Pin map:
(6 px per um) Pins as bars across the die edge, other pins in grey.
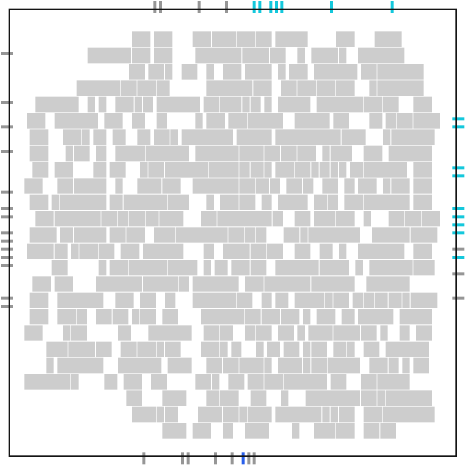
I/O nets highlighted:
(4 px per um)
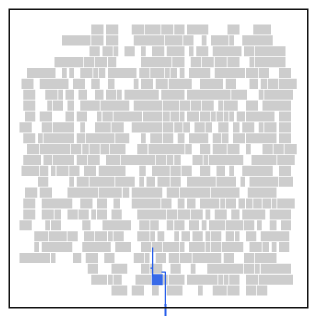
==> config.mk <==
export PLATFORM = sky130hd
export DESIGN_NAME = pipe_ctrl
export DESIGN_NICKNAME = d
export VERILOG_FILES = /design/src/rtl/pipe_ctrl.sv
export SDC_FILE = /design/constraint.sdc
export NUM_CORES = 1
export LEC_CHECK = 0
export CORE_MARGIN = 2
export CORE_UTILIZATION = 46
export DETAILED_ROUTE_END_ITERATION = 8
export HOLD_SLACK_MARGIN = 0.05
export PLACE_DENSITY_LB_ADDON = 0.25
export SLEW_MARGIN = 40
export SYNTH_ARGS = -nofsm -noshare
export SYNTH_HDL_FRONTEND = slang
export SYNTH_SLANG_ARGS = --single-unit
==> constraint.sdc <==
create_clock -name clk -period 1.6 [get_ports clk]
set_input_delay 0.32 -clock clk [delete_from_list [all_inputs] [get_ports clk]]
set_output_delay 0.32 -clock clk [all_outputs]
set_load 0.02 [all_outputs]
==> results.py <==
# Metrics from the implementation run
metrics = {
    "synthesis": {
        "synth_largest_type_area_fraction_pct": 37.9,
        "yosys-stat-cells": 253,
        "netlist_top_cells_area": "sky130_fd_sc_hd__dfxtp_1 (38%), sky130_fd_sc_hd__nor2_1 (7.1%), sky130_fd_sc_hd__xor2_1 (6.9%), sky130_fd_sc_hd__xnor2_1 (4.6%), sky130_fd_sc_hd__a21oi_1 (2.2%)",
        "avgSynthCellArea_sq_um": 8.97,
        "postSynthNetCount": 262,
        "synth_area_leader_cell": "sky130_fd_sc_hd__dfxtp_1",
        "synthesis.area_sq_um": 2270,
        "synthesis.yosys.warnings": 0,
        "synth-edff-count": 0,
        "post_synth_inst_count": 253,
        "synth_flop_count": 43,
        "synth.cells.most_frequent": "sky130_fd_sc_hd__dfxtp_1 (43), sky130_fd_sc_hd__nor2_1 (43), sky130_fd_sc_hd__xor2_1 (18)",
        "yosys_area_sq_um": 2270,
        "asyncSetResetFlopFracSynth_pct": 0,
        "synth-seq-area-share_pct": 37.9,
        "flip_flop_cell_with_the_highest_count_after_synthesis": "sky130_fd_sc_hd__dfxtp_1",
        "synth_cell_type_count": 54,
    },
    "drt": {
        "detail_route.drc_violations": 0,
        "routed-via-count": 2262,
        "viasPerCell": 5.26,
        "wl_per_cell_um": 14.2,
        "drt_pass1_iterations": 4,
        "ant_nets": 0,
        "detail_route.iter0.violations": 72,
        "finalWirelength_mm": 6.10,
    },
    "global_route": {
        "met1_usage_pct": 28.2,
        "grt_antenna_before_repair": 0,
        "met3_demand_to_capacity_share_in_global_routing_pct": 6.10,
        "grt_start_max_net_pins": 26,
        "grtUsageMet2_pct": 35.7,
        "groute.usage.overall_pct": 21.6,
        "globalRouteOverflowTotal": 0,
        "vias_in_the_first_global_route": 2086,
        "top_usage_layer": "met2",
        "grt_first_pass_wirelength_mm": 9.40,
    },
    "placed_design": {
        "place_inst": 414,
        "place.detailed.hpwl_mm": 4.12,
        "gp_weighted_congestion": 0.833,
        "placed_area_sq_um": 3230,
    },
    "floorplanning": {
        "initial_utilization_pct": 47.7,
        "fp.dieArea_sq_um": 5510,
        "fp.coreArea_sq_um": 4750,
        "placement_rows": 25,
    },
    "sta": {
        "grt_setup_unrepaired": "true",
        "tightestPinTransition_ps": 378,
        "max_freq_mhz": 602,
        "min_period_over_period_pct": 104,
        "skew_ps": 7.89,
        "fin_ws_ps": -60.9,
        "slew_headroom_pct": 74.8,
        "timing.final.hold_violations": 0,
        "post-route-min-period_ps": 1660,
        "final-max-slew-violation-count": 0,
        "final-setup-viol-count": 1,
        "min_hold_slack_ps": 313,
    },
    "outcome": {
        "run_status": "complete, but fails checks",
        "violations": "setup timing",
    },
    "worst_setup_path": {
        "critPathRequiredTime_ps": 1800,
        "worstSetupPathType": "flop to flop",
        "reg2reg_setup_slack_ps": -60,
        "timing.critical_path.from_type": "flop",
        "endpoint_kind": "flop",
        "worst-path-max-fanout": 4,
        "reg2regPathDepth": 7,
        "worstPathArrival_ps": 1860,
    },
    "finish": {
        "layout.nets": 371,
        "layout.core_utilization_pct": 74.5,
        "count_of_filler_cells_inserted_in_the_layout": 380,
        "finish.instance_area_sq_um": 3540,
        "total_inserted_antenna_cells": 0,
        "layout-drive-gt1-share_pct": 39.7,
        "finalNonFillerCells": 430,
        "layout_overhead_on_the_synthesized_area_pct": 56.2,
    },
    "flow_run": {
        "tally_of_max_capacitance_violations": 0,
        "log.warning_count": 30,
    },
    "hold_path": {
        "hold_path.class": "primary input to flop",
        "min_delay_path_depth": 3,
    },
    "power": {
        "power.density_nw_per_um2": 618,
        "vdd_drop_max_mv": 0.496,
        "power.leakage_uw": 0.00167,
    },
    "clocking": {
        "cts_root_buffer": "sky130_fd_sc_hd__clkbuf_8",
        "numCtsBuffers": 5,
        "cts_tree": "built",
        "clk_latency_ps": 290,
        "number_of_clock_sinks": 43,
        "max_clock_buf_depth": 2,
        "cts.reportedPaths.clkPinSlew_ps": 80,
        "htreeDepth": 2,
    },
}
-- 'pin map' (at the start) --
blue -> `ifid_flush`  # pins 1, direction output, edge bottom
cyan -> `flush_count`  # pins 16, direction output, edge 9 right, 7 top
all pins by edge = 14 left, 12 right, 11 top, 8 bottom
buffers added on ports: 44
Horiz. Die Dim: 74.2 um
overall die height: 74.2 um

-- 'I/O nets highlighted' (at the start) --
blue -> `ifid_flush`  # bits 1, direction output, end cells 1, buffers 1, wire 16.9 um
number of placed I/O pins: 45

## timing repair
action	in CTS	in global routing
resized	58	52
endpoints found under the setup margin	62	42
pin swaps	7	16
hold buffers	0	0
buffers inserted	1	7
## report_power, final
part / total (uW) / internal [uW] / switching [uW]
combinational: 221 / 105 / 116
clock: 873 / 505 / 368
sequential: 1090 / 1080 / 13.1
total: 2190 / 1690 / 497
## worst max-delay path, cell delays in order, from the launching register on
cell                        delay, ps
sky130_fd_sc_hd__dfxtp_4          370
sky130_fd_sc_hd__inv_4             60
sky130_fd_sc_hd__ha_4             120
sky130_fd_sc_hd__nand4bb_1        140
sky130_fd_sc_hd__nor3b_2          300
sky130_fd_sc_hd__mux2_4           200
sky130_fd_sc_hd__o211ai_1         100
sky130_fd_sc_hd__o41ai_2          280
## cell usage in the layout (no fill, tap or decap), types with 3 or more instances in the layout
cell type and count:
sky130_fd_sc_hd__inv_1 4, sky130_fd_sc_hd__dfxtp_4 4, sky130_fd_sc_hd__a21oi_1 9, sky130_fd_sc_hd__nand3_1 8, sky130_fd_sc_hd__buf_4 64, sky130_fd_sc_hd__and4_1 4, sky130_fd_sc_hd__nand4_1 8, sky130_fd_sc_hd__dfxtp_2 16
sky130_fd_sc_hd__mux2i_1 3, sky130_fd_sc_hd__clkbuf_8 6, sky130_fd_sc_hd__clkbuf_2 4, sky130_fd_sc_hd__buf_6 6, sky130_fd_sc_hd__xor2_1 18, sky130_fd_sc_hd__xnor2_1 12, sky130_fd_sc_hd__nor2_1 42, sky130_fd_sc_hd__or3_1 3
sky130_fd_sc_hd__nand2_1 9, sky130_fd_sc_hd__nor3_4 3, sky130_fd_sc_hd__and3_1 5, sky130_fd_sc_hd__dlygate4sd2_1 27, sky130_fd_sc_hd__inv_2 3, sky130_fd_sc_hd__nand2b_1 5, sky130_fd_sc_hd__o21ai_1 3, sky130_fd_sc_hd__dfxtp_1 23
sky130_fd_sc_hd__dlymetal6s2s_1 8, sky130_fd_sc_hd__nor4_4 3, sky130_fd_sc_hd__nand2_2 3, sky130_fd_sc_hd__o211ai_1 6
## layout make-up
type,instances,area [sq um],share of cell area (%)
clock buffer,6,82.6,2.33
clock inverter,2,35.0,0.989
inverter,8,32.5,0.918
multi-input combinational,192,1480,41.7
sequential,43,896,25.3
tap,67,83.8,2.37
timing repair buffer,112,936,26.4
## kinds of logic after synthesis
group	synth area share (%)
xor+xnor	11.6
simple gates	29.8
buf+inv	3.53
flops	37.9
mux	2.32
fa+ha+maj	2.21
compound gates	12.6
## per-stage QoR
step           total power, uW  TNS [ps]  worst slack (ps)
6_report                  2190     -60.9             -60.9
5_1_grt                   2280      -658              -134
4_1_cts                   2200     -22.6             -13.2
3_5_place_dp              1340    -17850              -594
3_3_place_gp              1330    -17020              -564
2_1_floorplan             1230     -47.8             -30.2
## metal layers
layer,routed length (um),vias to the layer above
met5,0,-
met4,51,0
met3,291,7
met2,3150,57
met1,2610,1087
li1,-,1111
No activity file was given, so power comes from the tool's default toggle rates.
